==> run_1/pinout.png <==
Drawn at 4 px/um. Pins as bars across the die edge, other pins in grey.
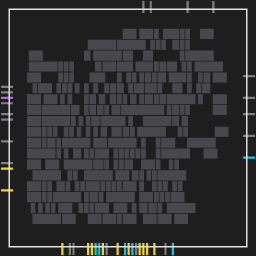
==> run_1/ff_map.png <==
Drawn at 4 px/um. Other sequential cells in the stronger grey, the rest of the logic in the fainter grey.
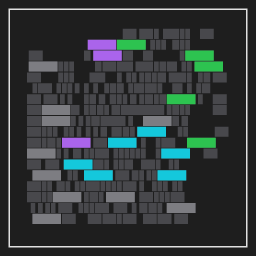
==> run_1/layers.png <==
Drawn at 6 px/um.
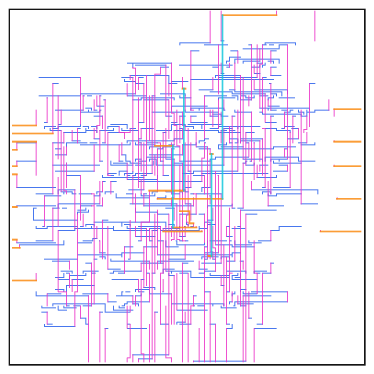
### src/rtl/song_reader.sv
// song_reader: walks the note list of the selected song in a synchronous
// song ROM and hands each {note, duration} pair to the note player
// controller with a one-cycle new_note pulse, advancing on note_done.
//
// Ports:
//   clk        clock
//   reset      synchronous, active-high reset
//   play       play enable (level); low pauses, low in END returns to IDLE
//   song       song select
//   note_done  one-cycle pulse from the controller when a note finishes
//   rom_addr   {cur_song, note_idx}, combinational from registers
//   rom_data   {note, duration} from the ROM, valid one cycle after rom_addr
//   new_note   one-cycle pulse, note/duration valid with it
//   note       registered note code
//   duration   registered duration
//   song_done  end-of-song flag
//
// Optional build macro SONG_READER_LOOP_EN: the song repeats instead of
// stopping in END; song_done becomes a one-cycle pulse per pass. An end
// marker at index 0 still parks in END so an empty song cannot spin.
module song_reader #(
  parameter int unsigned IDX_W  = 5,
  parameter int unsigned SONG_W = 2,
  parameter int unsigned NOTE_W = 6,
  parameter int unsigned DUR_W  = 6
) (
  input  logic                      clk,
  input  logic                      reset,
  input  logic                      play,
  input  logic [SONG_W-1:0]         song,
  input  logic                      note_done,
  output logic [SONG_W+IDX_W-1:0]   rom_addr,
  input  logic [NOTE_W+DUR_W-1:0]   rom_data,
  output logic                      new_note,
  output logic [NOTE_W-1:0]         note,
  output logic [DUR_W-1:0]          duration,
  output logic                      song_done
);

  localparam int unsigned NOTES_PER_SONG = 2 ** IDX_W;
  localparam logic [IDX_W-1:0] LAST_IDX = IDX_W'(NOTES_PER_SONG - 1);

  typedef enum logic [2:0] {
    S_IDLE,
    S_FETCH,
    S_EMIT,
    S_WAIT,
    S_END
  } state_t;

  state_t              state;
  logic [SONG_W-1:0]   cur_song;
  logic [IDX_W-1:0]    note_idx;

  logic [NOTE_W-1:0]   rom_note;
  logic [DUR_W-1:0]    rom_dur;
  logic                song_change;
  logic                paused;

  assign rom_note = rom_data[NOTE_W+DUR_W-1:DUR_W];
  assign rom_dur  = rom_data[DUR_W-1:0];
  assign rom_addr = {cur_song, note_idx};

  // Song change wins over pause; END is not a pausable state (play low exits it).
  assign song_change = (state != S_IDLE) && play && (song != cur_song);
  assign paused      = !play && (state inside {S_FETCH, S_EMIT, S_WAIT});

  // Sequencer: new_note and song_done default low each cycle and are only
  // re-asserted by the transitions (or END residency) that call for them.
  always_ff @(posedge clk) begin
    if (reset) begin
      state     <= S_IDLE;
      cur_song  <= '0;
      note_idx  <= '0;
      new_note  <= 1'b0;
      note      <= '0;
      duration  <= '0;
      song_done <= 1'b0;
    end else begin
      new_note  <= 1'b0;
      song_done <= 1'b0;
      if (song_change) begin
        cur_song <= song;
        note_idx <= '0;
        state    <= S_FETCH;
      end else if (paused) begin
        state <= state;
      end else begin
        case (state)
          S_IDLE: begin
            if (play) begin
              cur_song <= song;
              note_idx <= '0;
              state    <= S_FETCH;
            end
          end
          // One cycle for the ROM to present the addressed entry.
          S_FETCH: state <= S_EMIT;
          S_EMIT: begin
            if (rom_dur == '0) begin
`ifdef SONG_READER_LOOP_EN
              song_done <= 1'b1;
              if (note_idx == '0) begin
                state <= S_END;
              end else begin
                note_idx <= '0;
                state    <= S_FETCH;
              end
`else
              song_done <= 1'b1;
              state     <= S_END;
`endif
            end else begin
              note     <= rom_note;
              duration <= rom_dur;
              new_note <= 1'b1;
              state    <= S_WAIT;
            end
          end
          S_WAIT: begin
            if (note_done) begin
              if (note_idx == LAST_IDX) begin
                song_done <= 1'b1;
`ifdef SONG_READER_LOOP_EN
                note_idx <= '0;
                state    <= S_FETCH;
`else
                state    <= S_END;
`endif
              end else begin
                note_idx <= note_idx + 1'b1;
                state    <= S_FETCH;
              end
            end
          end
          S_END: begin
            if (!play) begin
              note_idx <= '0;
              state    <= S_IDLE;
            end else begin
              song_done <= 1'b1;
            end
          end
          default: state <= S_IDLE;
        endcase
      end
    end
  end

endmodule

### config.mk
export PLATFORM = sky130hd
export DESIGN_NAME = song_reader
export DESIGN_NICKNAME = d
export VERILOG_FILES = /design/src/rtl/song_reader.sv
export SDC_FILE = /design/constraint.sdc
export NUM_CORES = 1
export LEC_CHECK = 0
export ABC_AREA = 1
export CAP_MARGIN = 0
export CORE_MARGIN = 4
export CORE_UTILIZATION = 50
export CTS_CLUSTER_DIAMETER = 40
export DETAILED_ROUTE_END_ITERATION = 7
export PLACE_DENSITY = 0.93
export REMOVE_ABC_BUFFERS = 1
export SYNTH_ARGS = -nofsm -noshare
export SYNTH_HDL_FRONTEND = slang
export SYNTH_SLANG_ARGS = --single-unit
### constraint.sdc
create_clock -name clk -period 3.7 [get_ports clk]
set_clock_uncertainty 0.2 [all_clocks]
set_input_delay 0.74 -clock clk [delete_from_list [all_inputs] [get_ports clk]]
set_output_delay 0.74 -clock clk [all_outputs]
set_load 0.02 [all_outputs]
==> impl_metrics.toml, run 1 <==
# yosys + openroad results
[global_routing]
grt_first_pass_wirelength_um = 4890
antenna_found_initial = 0
grt_pass1_vias = 1179
grt_max_degree = 26
grt_overflow_total = 0

[cts]
postCtsHoldBufs = 0
cts_made_buffers = 3
cts.sinks = 24
cts_resized = 0
worstSkewPairLatency_ns = 0.32
tritoncts = "done"
cts.path.max_buffers = 2
clk_pin_slew_ns = 0.13
postCtsSetupRepairBufs = 0

[power]
ir_worst_vdd_v = 0.000292
seqPwrFrac_pct = 45.3
cellPowerDensity_mw_per_mm2 = 363
net-switching-power_mw = 0.182
sw_frac_of_total_pct = 28.8
pwr-share-comb_pct = 24.1

[placement]
gp_congestion = 0.834
dp_cells = 263

[final_timing]
rsz0062_at_grt = "false"
whs_ns = 0.308
min_period_over_period_pct = 63.3
max_freq_mhz = 427
finalSetupViolCount = 0
hold_viol_final = 0
worst_slew_pin_slew_ns = 0.402
tns_ns = 0
min_period_ns = 2.34

[worst_setup_path]
timing.rr.end = "note_idx[4]"
cp.required_ns = 2.76
max_stage_delay_ns = 0.64
timing.rr.start = "note_idx[0]"
setup.worst_path.end_class = "primary output"
setup.worst_path.start_class = "register"
cp_num_buf_inv = 1
reg2reg_setup_slack_ns = 1.79
path_delay_family = "buffers and inverters"
critPathSlowestCell = "clkdlybuf4s50_1"
arrival_ns = 1.40
cp_cell_sequence = "clkdlybuf4s50_1"

[synth]
yosys_area_sq_mm = 0.00130
top_logic_kind = "simple AND/OR/NAND/NOR gates"
synth_xor_xnor_area_share_pct = 0
adder_share_pct = 1.92
yosysUniqueCellTypes = 26
ff_type = "dfxtp_1"
top_cell = "nand2_1"
yosys_warnings = 0
edf_count = 0
yosys.area.top_type = "dfxtp_1"
yosysCellCount = 198
top_cells_by_area = "dfxtp_1 37%, nand2_1 14%, nor2_1 13%"
synthTopCellsByCount = "49 x nand2_1, 45 x nor2_1, 28 x inv_1"
syn_inst = 198
yosys.area.top_type_share_pct = 36.9
postSynthSeqShare_pct = 36.9
mux_share_pct = 1.54
async_flop_share_pct = 0
ys_ff = 24
simple_gate_share_pct = 43.6

[final_layout]
drive_gt1_share_pct = 10.1
area_growth_syn_to_layout_pct = 34.0
antenna_cells = 0

[hold_path]
hold_path_end = "note_idx[3]"
holdPathStages = 2
hp-class = "reg -> reg"
holdCritStartpoint = "note_idx[3]"

[detailed_routing]
vias = 1279
first_pass_iters = 4
drc_errors = 0
drtIter0Drc = 30
ant_nets = 0

[run_status]
outcome = "finished, final reports clean"

[floorplan]
core_sq_mm = 0.00248
rows = 18

[run]
tool_warnings = 25
Back to the opening pictures, pinout.png:
Cyan is duration, pins 6, direction output, edge 5 south, 1 east. Yellow is rom_data, pins 12, direction input, edge 10 south, 2 west. Purple is play, pins 1, direction input, edge west.
All pins by edge: 20 south, 10 west, 5 east, 4 north.
Die Ht: 59.0 um
I/O Buffers: 38
Die X: 59.0 um

Back to the opening pictures, ff_map.png:
Cyan is duration, placed flops 6. Purple is state, placed flops 3. Green is note_idx, placed flops 5, where north-east.
Another 10 sequential cells are not coloured.
sequential cell area share: 27.5%
post-layout util: 70.4%

Back to the opening pictures, layers.png:
Blue is M1, wire length 1,270 um. Orange is M3, wire length 90.6 um. Magenta is M2, wire length 1,460 um. Cyan is M4, wire length 78.2 um.
total track usage: 18.1%
DRT Wirelength: 2900 um
post-DR wirelength/cell: 10.9 um

run 1: flip-flops by register name, indices dropped and copies added (netlist names):
register and flops:
duration 6, new_note 1, note_idx 5, note 6, state 3, cur_song 2, song_done 1
run 1: cell type report:
| cell class | instances | area, sq um |
|---|---|---|
| Fill cell | 200 | 733 |
| Multi-Input combinational cell | 140 | 673 |
| Sequential cell | 24 | 480 |
| Timing Repair Buffer | 38 | 380 |
| Inverter | 31 | 120 |
| Tap cell | 30 | 37.5 |
| Clock inverter | 1 | 30.0 |
| Clock buffer | 3 | 22.5 |
run 1: layer usage:
layer | global-route usage (%) | vias to the layer above | wire (um)
met4 | 8.41 | 0 | 78
met2 | 32.3 | 29 | 1460
met1 | 21.1 | 565 | 1270
met5 | 0 | - | 0
met3 | 2.83 | 8 | 90
li1 | - | 677 | -
run 1: power groups by stage:
stage | Clock [mW] | Combinational, mW | Sequential, mW
4_1_cts | 0.198 | 0.153 | 0.287
3_3_place_gp | 0 | 0.148 | 0.292
3_5_place_dp | 0 | 0.151 | 0.292
2_1_floorplan | 0 | 0.0767 | 0.306
6_report | 0.193 | 0.153 | 0.287
5_1_grt | 0.208 | 0.168 | 0.290
run 1: cells in the final DEF (no fill, tap or decap), drive strengths merged:
cell,instances
nor3b,1
dfxtp,24
inv,30
bufinv,1
a21oi,5
nand3,12
mux2i,2
clkinv,1
clkbuf,3
ha,2
nand2,59
o21ai,5
nor2,49
clkdlybuf4s50,38
o21a,1
nor3,1
nand4,1
nand3b,2
run 1: through the flow:
step / worst slack [ns] / cell area (sq um) / total power, mW
after global routing: 1.28 / 1740 / 0.666
after global placement: 1.29 / 1690 / 0.440
final: 1.36 / 1740 / 0.633
after detailed placement: 1.22 / 1690 / 0.444
after CTS: 1.34 / 1740 / 0.638
after floorplan: 1.88 / 1270 / 0.383
run 1: worst max path at each step:
stage / cells past startpoint / start / end
final: 1 / note_idx[0] / rom_addr[0]
after global routing: 1 / note_idx[0] / rom_addr[0]
after CTS: 1 / note_idx[2] / rom_addr[2]
after detailed placement: 8 / play / duration[1]
after floorplan: 11 / note_idx[0] / note_idx[0]
after global placement: 8 / play / note_idx[4]
run 1: logic make-up after synthesis:
logic type               count (synthesis)
AND/OR/NAND/NOR                        125
buffers and inverters                   34
flip-flops                              24
AND-OR/OR-AND                           11
multiplexers                             2
adder cells (fa/ha/maj)                  2
==> run_1/congestion_map.png <==
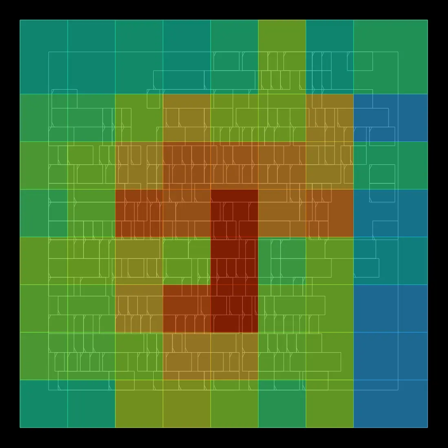

--- run 2 (diff from run 1) ---
--- a/config.mk
+++ b/config.mk
@@ -8,10 +8,10 @@
 export ABC_AREA = 1
 export CAP_MARGIN = 0
 export CORE_MARGIN = 4
-export CORE_UTILIZATION = 50
+export CORE_UTILIZATION = 46
 export CTS_CLUSTER_DIAMETER = 40
 export DETAILED_ROUTE_END_ITERATION = 7
-export PLACE_DENSITY = 0.93
+export PLACE_DENSITY = 0.87
 export REMOVE_ABC_BUFFERS = 1
 export SYNTH_ARGS = -nofsm -noshare
 export SYNTH_HDL_FRONTEND = slang
==> constraint.sdc (replaced) <==
create_clock -name clk -period 2.3 [get_ports clk]
set_clock_uncertainty 0.2 [all_clocks]
set_input_delay 0.46 -clock clk [delete_from_list [all_inputs] [get_ports clk]]
set_output_delay 0.46 -clock clk [all_outputs]
set_load 0.02 [all_outputs]
==> run_2/congestion_map.png <==
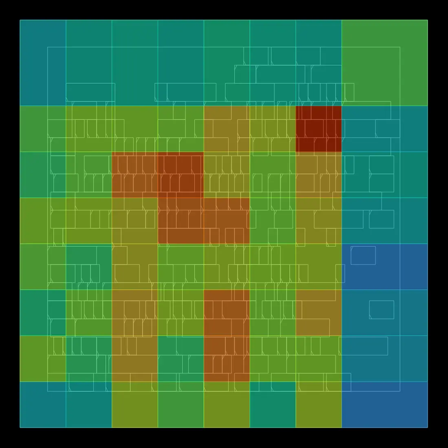
GRT Max-Usage Layer: met2
post-layout util: 63.0%

==> run_2/port_trees.png <==
Drawn at 6 px/um.
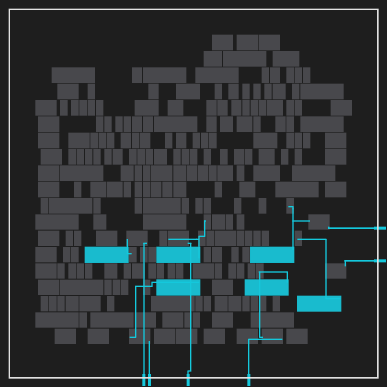
Cyan is duration, direction output, end cells 6, buffers 6, wire 157 um.

==> run 2 against run 1 <==
Sequential share of layout area increased by 0.34 points. Setup slack worse by 1.1 ns. Synthesized area did not move. Non-clock buffer count is 1 higher. Largest power group unchanged. Worst hold slack improved by 0.012 ns. Critical endpoint unchanged. Combinational power is 59% higher.
==> impl_metrics.toml, run 2 <==
# yosys + openroad results
[floorplan]
chipHeight_um = 61.2
die_w_um = 61.2
io_pins = 39
core_sq_mm = 0.00273
rows = 19

[power]
cellPowerDensity_mw_per_mm2 = 517
ir_worst_vdd_v = 0.000481

[global_routing]
grt_max_degree = 26
grt_first_pass_wirelength_um = 4570
grt_overflow_total = 0
antenna_found_initial = 0
grt_pass1_vias = 1098
grt_usage_pct = 16.0

[synth]
yosys.area.top_type_share_pct = 36.9
yosys_area_sq_mm = 0.00130
ys_ff = 24
syn_inst = 198
async_flop_share_pct = 0
yosys_warnings = 0
edf_count = 0
synthTopCellsByCount = "49 x nand2_1, 45 x nor2_1, 28 x inv_1"
synth_area_sq_mm = 0.00130
yosysCellCount = 198
top_cell = "nand2_1"
yosysUniqueCellTypes = 26
top_cells_by_area = "dfxtp_1 37%, nand2_1 14%, nor2_1 13%"
ff_type = "dfxtp_1"
synth_area_per_cell_sq_um = 6.57
postSynthSeqShare_pct = 36.9

[detailed_routing]
first_pass_iters = 4
drt_wl_total_um = 2670
drc_errors = 0
ant_nets = 0
drtIter0Drc = 38
wl_per_cell_um = 9.97
vias = 1275

[worst_setup_path]
max_stage_delay_ns = 0.64
cp_cell_sequence = "clkdlybuf4s50_1"
setup.worst_path.start_class = "register"
setup.worst_path.end_class = "primary output"
reg2reg_setup_slack_ns = 0.40
timing.rr.start = "note_idx[0]"
cp.required_ns = 1.64
arrival_ns = 1.39
timing.rr.end = "note_idx[0]"
cp_num_buf_inv = 1
path_delay_family = "buffers and inverters"

[final_layout]
area_growth_syn_to_layout_pct = 32.4
drive_gt1_share_pct = 10.1
finalNetCount = 259
fill_cells = 257
antenna_cells = 0
layout_top_cells = "49 x nand2_1, 45 x nor2_1, 38 x clkdlybuf4s50_1"
lay_top_count = "nand2_1"
top_regs = "duration (6), note (6), note_idx (5)"

[cts]
cts.path.max_buffers = 2
postCtsSetupRepairBufs = 0
worstSkewPairLatency_ns = 0.32
cts.sinks = 24
cts_resized = 0
cts_made_buffers = 3
clk_pin_slew_ns = 0.12
tritoncts = "done"
postCtsHoldBufs = 0

[final_timing]
max_freq_mhz = 488
hold_viol_final = 0
min_period_ns = 2.05
tns_ns = 0
worst_slew_pin_slew_ns = 0.315
rsz0062_at_grt = "false"
min_period_over_period_pct = 89.0
finalSetupViolCount = 0

[placement]
numPortBuffers = 38
dp_cells = 265
gp_congestion = 0.888

[run]
tool_warnings = 25

[hold_path]
hold_path_end = "note_idx[3]"
hp-class = "reg -> reg"
holdCritStartpoint = "note_idx[3]"

[run_status]
outcome = "finished, final reports clean"
[run 2: layout make-up]
class | count | area (sq um) | share of cell area [%]
Timing Repair Buffer | 39 | 388 | 22.5
Tap cell | 31 | 38.8 | 2.25
Clock buffer | 3 | 22.5 | 1.31
Multi-Input combinational cell | 140 | 673 | 39.1
Sequential cell | 24 | 480 | 27.9
Inverter | 31 | 120 | 6.97
[run 2: power breakdown]
group | switching [mW] | total [mW] | internal, mW
combinational | 0.135 | 0.244 | 0.110
sequential | 0.0204 | 0.460 | 0.440
clock | 0.125 | 0.186 | 0.0614
[run 2: worst min-delay path: cells and delay by family (launching register included)]
kind             cells  cell delay (ns)
flip-flops           1             0.36
AND-OR/OR-AND        1             0.05
AND/OR/NAND/NOR      1             0.08
[run 2: cells by family after synthesis]
| logic type | share of synthesized area, % |
|---|---|
| AND-OR/OR-AND | 4.71 |
| buffers and inverters | 11.3 |
| adder cells (fa/ha/maj) | 1.92 |
| multiplexers | 1.54 |
| AND/OR/NAND/NOR | 43.6 |
| flip-flops | 36.9 |
[run 2: worst max path at each step]
stage                     start           to  cells past startpoint
global route        note_idx[0]  note_idx[4]                     10
CTS                 note_idx[0]  rom_addr[0]                      1
detailed placement         play  duration[5]                      8
global placement           play  note_idx[4]                      8
floorplan           note_idx[0]  note_idx[0]                     11
finish              note_idx[0]  rom_addr[0]                      1
[run 2: metal layers]
layer	track usage [%]	routed length, um	vias up
met2	28.7	1360	26
met3	3.77	119	2
met4	2.17	12	0
met5	0	0	-
met1	19.9	1180	568
li1	-	-	679
[run 2: per-stage QoR]
stage	worst slack, ns	hold WS [ns]	area (sq um)	total power, mW
after floorplan	0.476	0.326	1270	0.616
after global placement	0.183	0.289	1700	0.710
after detailed placement	0.128	0.305	1700	0.716
after CTS	0.240	0.323	1720	0.904
after global routing	0.178	0.358	1720	0.947
final	0.252	0.320	1720	0.891
Power is estimated from default activity; no workload was simulated.
